Fig. 1: metal 1
Scale: 1 px per µm. Supply wires on this layer in grey.
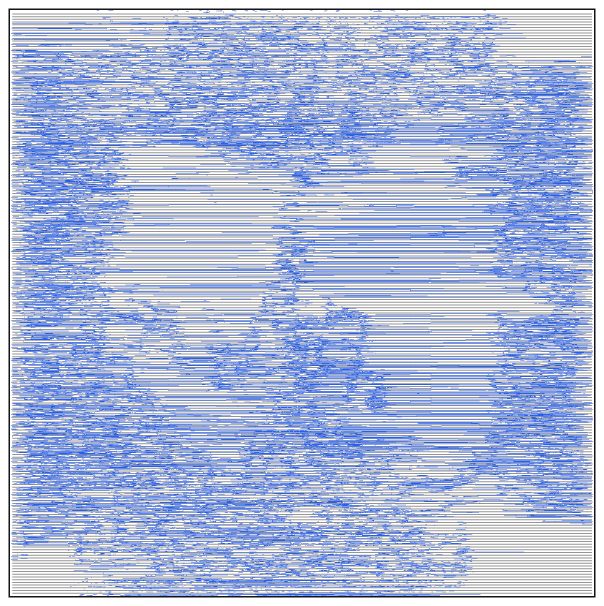
Fig. 2: the metal 2 layer
Scale: 1 px per µm. Cells faint in the background.
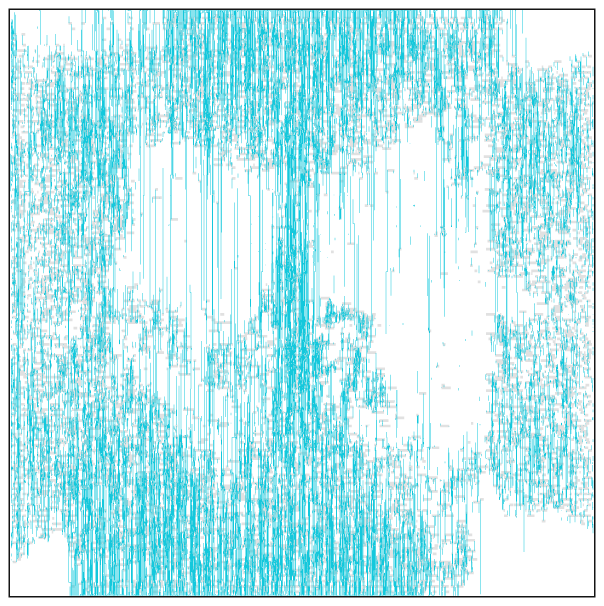
==> config.mk <==
export PLATFORM = sky130hd
export DESIGN_NAME = path_uart_streamer
export DESIGN_NICKNAME = d
export VERILOG_FILES = /design/src/rtl/ga_uart_pkg.sv /design/src/rtl/uart_tx_byte.sv /design/src/rtl/path_uart_streamer.sv
export SDC_FILE = /design/constraint.sdc
export NUM_CORES = 2
export LEC_CHECK = 0
export CAP_MARGIN = 20
export CORE_AREA = 2 2 582 584
export CTS_CLUSTER_DIAMETER = 100
export DETAILED_ROUTE_END_ITERATION = 16
export DIE_AREA = 0 0 584 586
export PLACE_DENSITY = 0.42
export SLEW_MARGIN = 20
export SYNTH_ARGS = -nofsm -noshare
export SYNTH_HDL_FRONTEND = slang
export SYNTH_HIERARCHICAL = 1
export SYNTH_SLANG_ARGS = --single-unit
==> constraint.sdc <==
create_clock -name clk -period 4.5 [get_ports clk]
set_input_delay 0.675 -clock clk [delete_from_list [all_inputs] [get_ports clk]]
set_output_delay 0.675 -clock clk [all_outputs]
set_load 0.01 [all_outputs]
==> src/rtl/ga_uart_pkg.sv <==
// Shared definitions for the population UART debug port: frame header,
// state encodings and frame-size helpers.
package ga_uart_pkg;

  localparam logic [7:0] FRAME_HEADER = 8'hA5;

  // Bit-level serializer states.
  typedef enum logic [2:0] {
    ST_IDLE,
    ST_START_BIT,
    ST_DATA,
    ST_STOP,
    ST_DONE
  } uart_state_t;

  // Frame-level sequencing states.
  typedef enum logic [1:0] {
    FR_IDLE,
    FR_SEND,
    FR_DONE
  } frame_state_t;

  // Bytes needed to carry one path, upper byte zero padded.
  function automatic int bytes_per_path(input int path_bits);
    return (path_bits + 7) / 8;
  endfunction

  // Header plus, per path, one index byte and the path bytes.
  function automatic int frame_bytes(input int num_paths, input int path_bits);
    return 1 + num_paths * (1 + bytes_per_path(path_bits));
  endfunction

endpackage

==> src/rtl/uart_tx_byte.sv <==
// UART 8N1 byte serializer with a ready/valid input. A byte offered during
// the last cycle of the stop bit is taken immediately, so back-to-back bytes
// leave no idle gap on the line. tx is a register output.
module uart_tx_byte
  import ga_uart_pkg::*;
#(
  parameter int CLKS_PER_BIT = 4
) (
  input  logic       clk,
  input  logic       rst_n,
  input  logic [7:0] data,
  input  logic       valid,
  output logic       ready,
  output logic       tx
);

  localparam int CNT_W = (CLKS_PER_BIT > 1) ? $clog2(CLKS_PER_BIT) : 1;
  localparam logic [CNT_W-1:0] CNT_MAX = CNT_W'(CLKS_PER_BIT - 1);

  uart_state_t      state_reg, state_next;
  logic [CNT_W-1:0] cnt_reg, cnt_next;
  logic [2:0]       bit_reg, bit_next;
  logic [7:0]       shift_reg, shift_next;
  logic             tx_reg, tx_next;
  logic             last_tick;

  assign last_tick = (cnt_reg == CNT_MAX);
  assign tx        = tx_reg;

  // State, bit-time counter, bit index, shifter and line register.
  always_ff @(posedge clk or negedge rst_n) begin
    if (!rst_n) begin
      state_reg <= ST_IDLE;
      cnt_reg   <= '0;
      bit_reg   <= '0;
      shift_reg <= '0;
      tx_reg    <= 1'b1;
    end else begin
      state_reg <= state_next;
      cnt_reg   <= cnt_next;
      bit_reg   <= bit_next;
      shift_reg <= shift_next;
      tx_reg    <= tx_next;
    end
  end

  // Next-state logic; the line value for the coming bit is decided here so tx stays registered.
  always_comb begin
    state_next = state_reg;
    cnt_next   = cnt_reg;
    bit_next   = bit_reg;
    shift_next = shift_reg;
    tx_next    = tx_reg;
    ready      = 1'b0;
    case (state_reg)
      ST_IDLE: begin
        ready   = 1'b1;
        tx_next = 1'b1;
        if (valid) begin
          shift_next = data;
          tx_next    = 1'b0;
          cnt_next   = '0;
          state_next = ST_START_BIT;
        end
      end
      ST_START_BIT: begin
        if (last_tick) begin
          cnt_next   = '0;
          bit_next   = '0;
          tx_next    = shift_reg[0];
          state_next = ST_DATA;
        end else begin
          cnt_next = cnt_reg + 1'b1;
        end
      end
      ST_DATA: begin
        if (last_tick) begin
          cnt_next = '0;
          if (bit_reg == 3'd7) begin
            tx_next    = 1'b1;
            state_next = ST_STOP;
          end else begin
            bit_next   = bit_reg + 1'b1;
            shift_next = {1'b0, shift_reg[7:1]};
            tx_next    = shift_reg[1];
          end
        end else begin
          cnt_next = cnt_reg + 1'b1;
        end
      end
      ST_STOP: begin
        if (last_tick) begin
          ready    = 1'b1;
          cnt_next = '0;
          if (valid) begin
            shift_next = data;
            tx_next    = 1'b0;
            state_next = ST_START_BIT;
          end else begin
            tx_next    = 1'b1;
            state_next = ST_IDLE;
          end
        end else begin
          cnt_next = cnt_reg + 1'b1;
        end
      end
      default: begin
        tx_next    = 1'b1;
        state_next = ST_IDLE;
      end
    endcase
  end

endmodule

==> src/rtl/path_uart_streamer.sv <==
// Streams a snapshot of the selected population over UART 8N1:
// header, then per path an index byte and the path bytes LSB-byte first.
// Optional feature macro: PATH_UART_CHECKSUM_EN appends an XOR checksum byte.
module path_uart_streamer
  import ga_uart_pkg::*;
#(
  parameter int CLK_HZ    = 50_000_000,
  parameter int BAUD      = 115_200,
  parameter int NUM_PATHS = 10,
  parameter int PATH_BITS = 150
) (
  input  logic                           clk,
  input  logic                           rst_n,
  input  logic                           start,
  input  logic [NUM_PATHS*PATH_BITS-1:0] sel_population,
  output logic                           tx,
  output logic                           busy,
  output logic                           done
);

  localparam int CLKS_PER_BIT = CLK_HZ / BAUD;
  localparam int BPP          = bytes_per_path(PATH_BITS);
`ifdef PATH_UART_CHECKSUM_EN
  localparam int CSUM_BYTES = 1;
`else
  localparam int CSUM_BYTES = 0;
`endif
  localparam int N_BYTES = frame_bytes(NUM_PATHS, PATH_BITS) + CSUM_BYTES;
  localparam int PTR_W   = $clog2(N_BYTES + 1);
  localparam int PATH_W  = (NUM_PATHS > 1) ? $clog2(NUM_PATHS) : 1;
  localparam int SLOT_W  = $clog2(BPP + 1);
  localparam int KIDX_W  = (BPP > 1) ? $clog2(BPP) : 1;

  if (CLKS_PER_BIT < 2) begin : g_baud_check
    $error("path_uart_streamer: CLK_HZ/BAUD must be at least 2");
  end

  frame_state_t                       state_reg, state_next;
  logic [PTR_W-1:0]                   ptr_reg, ptr_next;
  logic [PATH_W-1:0]                  path_reg, path_next;
  // slot 0 is the index byte, slot k+1 carries path byte k
  logic [SLOT_W-1:0]                  slot_reg, slot_next;
  logic [NUM_PATHS-1:0][BPP-1:0][7:0] snap_reg;
  logic [NUM_PATHS-1:0][BPP-1:0][7:0] padded;
  logic [KIDX_W-1:0]                  kidx;
  logic                               snap_load;
  logic [7:0]                         tx_data;
  logic                               tx_valid;
  logic                               tx_ready;

  // Zero-pad each path up to a whole number of bytes.
  for (genvar gi = 0; gi < NUM_PATHS; gi++) begin : g_pad
    assign padded[gi] = (BPP*8)'(sel_population[gi*PATH_BITS +: PATH_BITS]);
  end

  // Snapshot taken when a start is accepted; upstream may change freely afterwards.
  always_ff @(posedge clk or negedge rst_n) begin
    if (!rst_n) snap_reg <= '0;
    else if (snap_load) snap_reg <= padded;
  end

`ifdef PATH_UART_CHECKSUM_EN
  logic [7:0] csum_reg;

  // Running XOR of every byte handed to the serializer, restarted by the header.
  always_ff @(posedge clk or negedge rst_n) begin
    if (!rst_n) csum_reg <= '0;
    else if (tx_valid && tx_ready)
      csum_reg <= (state_reg == FR_IDLE) ? tx_data : (csum_reg ^ tx_data);
  end
`endif

  // Byte mux: header, checksum, index or path byte selected by the sequencing counters.
  always_comb begin
    kidx    = (slot_reg == '0) ? '0 : KIDX_W'(slot_reg - 1'b1);
    tx_data = FRAME_HEADER;
    if (ptr_reg == '0) tx_data = FRAME_HEADER;
`ifdef PATH_UART_CHECKSUM_EN
    else if (ptr_reg == PTR_W'(N_BYTES - 1)) tx_data = csum_reg;
`endif
    else if (slot_reg == '0) tx_data = 8'(path_reg);
    else tx_data = snap_reg[path_reg][kidx];
  end

  // Frame state and byte pointer registers.
  always_ff @(posedge clk or negedge rst_n) begin
    if (!rst_n) begin
      state_reg <= FR_IDLE;
      ptr_reg   <= '0;
      path_reg  <= '0;
      slot_reg  <= '0;
    end else begin
      state_reg <= state_next;
      ptr_reg   <= ptr_next;
      path_reg  <= path_next;
      slot_reg  <= slot_next;
    end
  end

  // Frame sequencing: hand bytes to the serializer and finish once the last stop bit ends.
  always_comb begin
    state_next = state_reg;
    ptr_next   = ptr_reg;
    path_next  = path_reg;
    slot_next  = slot_reg;
    snap_load  = 1'b0;
    tx_valid   = 1'b0;
    case (state_reg)
      FR_IDLE: begin
        tx_valid = start;
        if (start && tx_ready) begin
          snap_load  = 1'b1;
          ptr_next   = PTR_W'(1);
          path_next  = '0;
          slot_next  = '0;
          state_next = FR_SEND;
        end
      end
      FR_SEND: begin
        tx_valid = (ptr_reg < PTR_W'(N_BYTES));
        if (tx_valid && tx_ready) begin
          ptr_next = ptr_reg + 1'b1;
          if (slot_reg == SLOT_W'(BPP)) begin
            slot_next = '0;
            if (path_reg != PATH_W'(NUM_PATHS - 1)) path_next = path_reg + 1'b1;
          end else begin
            slot_next = slot_reg + 1'b1;
          end
        end else if (tx_ready) begin
          state_next = FR_DONE;
        end
      end
      FR_DONE: begin
        ptr_next   = '0;
        state_next = FR_IDLE;
      end
      default: state_next = FR_IDLE;
    endcase
  end

  assign busy = (state_reg == FR_SEND);
  assign done = (state_reg == FR_DONE);

  uart_tx_byte #(
    .CLKS_PER_BIT(CLKS_PER_BIT)
  ) u_tx (
    .clk  (clk),
    .rst_n(rst_n),
    .data (tx_data),
    .valid(tx_valid),
    .ready(tx_ready),
    .tx   (tx)
  );

endmodule
==> results.json <==
{
  "status": "finished, final reports clean",
  "ctsHoldBuffers": 1,
  "fin_tns_setup_ns": 0,
  "postLayoutCellArea_um2": 100200,
  "use_met1": 0.3273,
  "grt_overflow_total": 0,
  "synthTopLogicFamily": "simple AND/OR/NAND/NOR gates",
  "cts_tree": "done",
  "dp_hpwl_mm": 330.1,
  "p_clk_frac": 0.515,
  "grt_use_met2": 0.3660,
  "top_cells_by_count": "nand2_1, dfrtp_1, clkbuf_1",
  "drive_gt1_frac": 0.1001,
  "max-clock-path-buffers": 4,
  "cp-startpoint": "path_reg[0]$_DFFE_PN0P_",
  "initCoreUtil": 0.2134,
  "cts_made_buffers": 197,
  "via_per_inst": 4.622,
  "vias": 64580,
  "antenna_found_initial": 202,
  "comb_cell_power_mw": 1.93,
  "synth-main-ff-cell": "dfrtp_1",
  "synth-xor-area-share": 0.0002444,
  "r2r_setup_slack_ns": 0.19,
  "cp.depth": 12,
  "yosys_cells": 7829,
  "numSynthFlops": 1542,
  "hold_path_class": "primary input to register",
  "yosysUniqueCellTypes": 81,
  "postSynthAreaPerCell_um2": 9.155,
  "logic_gate_count": 5745,
  "top_cell": "nand2_1",
  "fin_crit_ns": 4.314,
  "dr.pass1.iters": 6,
  "cts-htree-levels": 4,
  "hold_viol_final": 0,
  "sh_seq_area": 0.3852,
  "use_met3": 0.04106,
  "root_buffer": "clkbuf_16",
  "ys_sh_aoi": 0.03903,
  "dp_slack_ns": 0.2603,
  "skew_ns": 0.07243,
  "p_per_area_nw_per_um2": 325.1,
  "slowest_stage": "dfrtp_4",
  "ys_sh_adder": 0.003666,
  "met1_length_mm": 187.4,
  "wl_met3_mm": 25.21,
  "row_count": 213,
  "place_inst": 13540,
  "top_power_group": "clock",
  "yosys-stat-area_um2": 71670,
  "setup_viol": 0,
  "seq_cells": 1542,
  "grt_usage": 0.2358,
  "whs_path_depth": 3,
  "grt_first_pass_wirelength_mm": 560.8,
  "slew_violations": 0,
  "totalWireLength_mm": 414.6,
  "diodes": 72,
  "grt_max_degree": 212,
  "fin_ws_ns": 0.1856,
  "top_usage_layer": "met2",
  "cp_cell_sequence": "buf_12 > buf_12 > mux4_2 > mux2i_1 > buf_4 > o221ai_1 > a311oi_1 > a31oi_1 > a31o_1 > or3_1 > o32ai_1 > a31oi_1",
  "lay_top_cells": "nand2_1, dfrtp_1, clkdlybuf4s50_1",
  "dr_wl_met2_mm": 186.4,
  "slew_headroom": 0.2638,
  "drtIter0Drc": 5495,
  "syn_to_final_growth_pct": 39.84,
  "crit_family": "AND-OR/OR-AND gates",
  "final_cells": 13970,
  "p_leak_nw": 48.15,
  "clkSinkCount": 1542
}
-- Fig. 1 (at the start) --
The wires run mostly horizontal. 9,872 nets have wire on it. The layer holds 45% of the routed length.

-- Fig. 2 (at the start) --
The longest straight run is 289 µm. 9,056 nets have wire on it. The layer holds 45% of the routed length. The wires run mostly vertical. The layer carries 186 mm of wire.

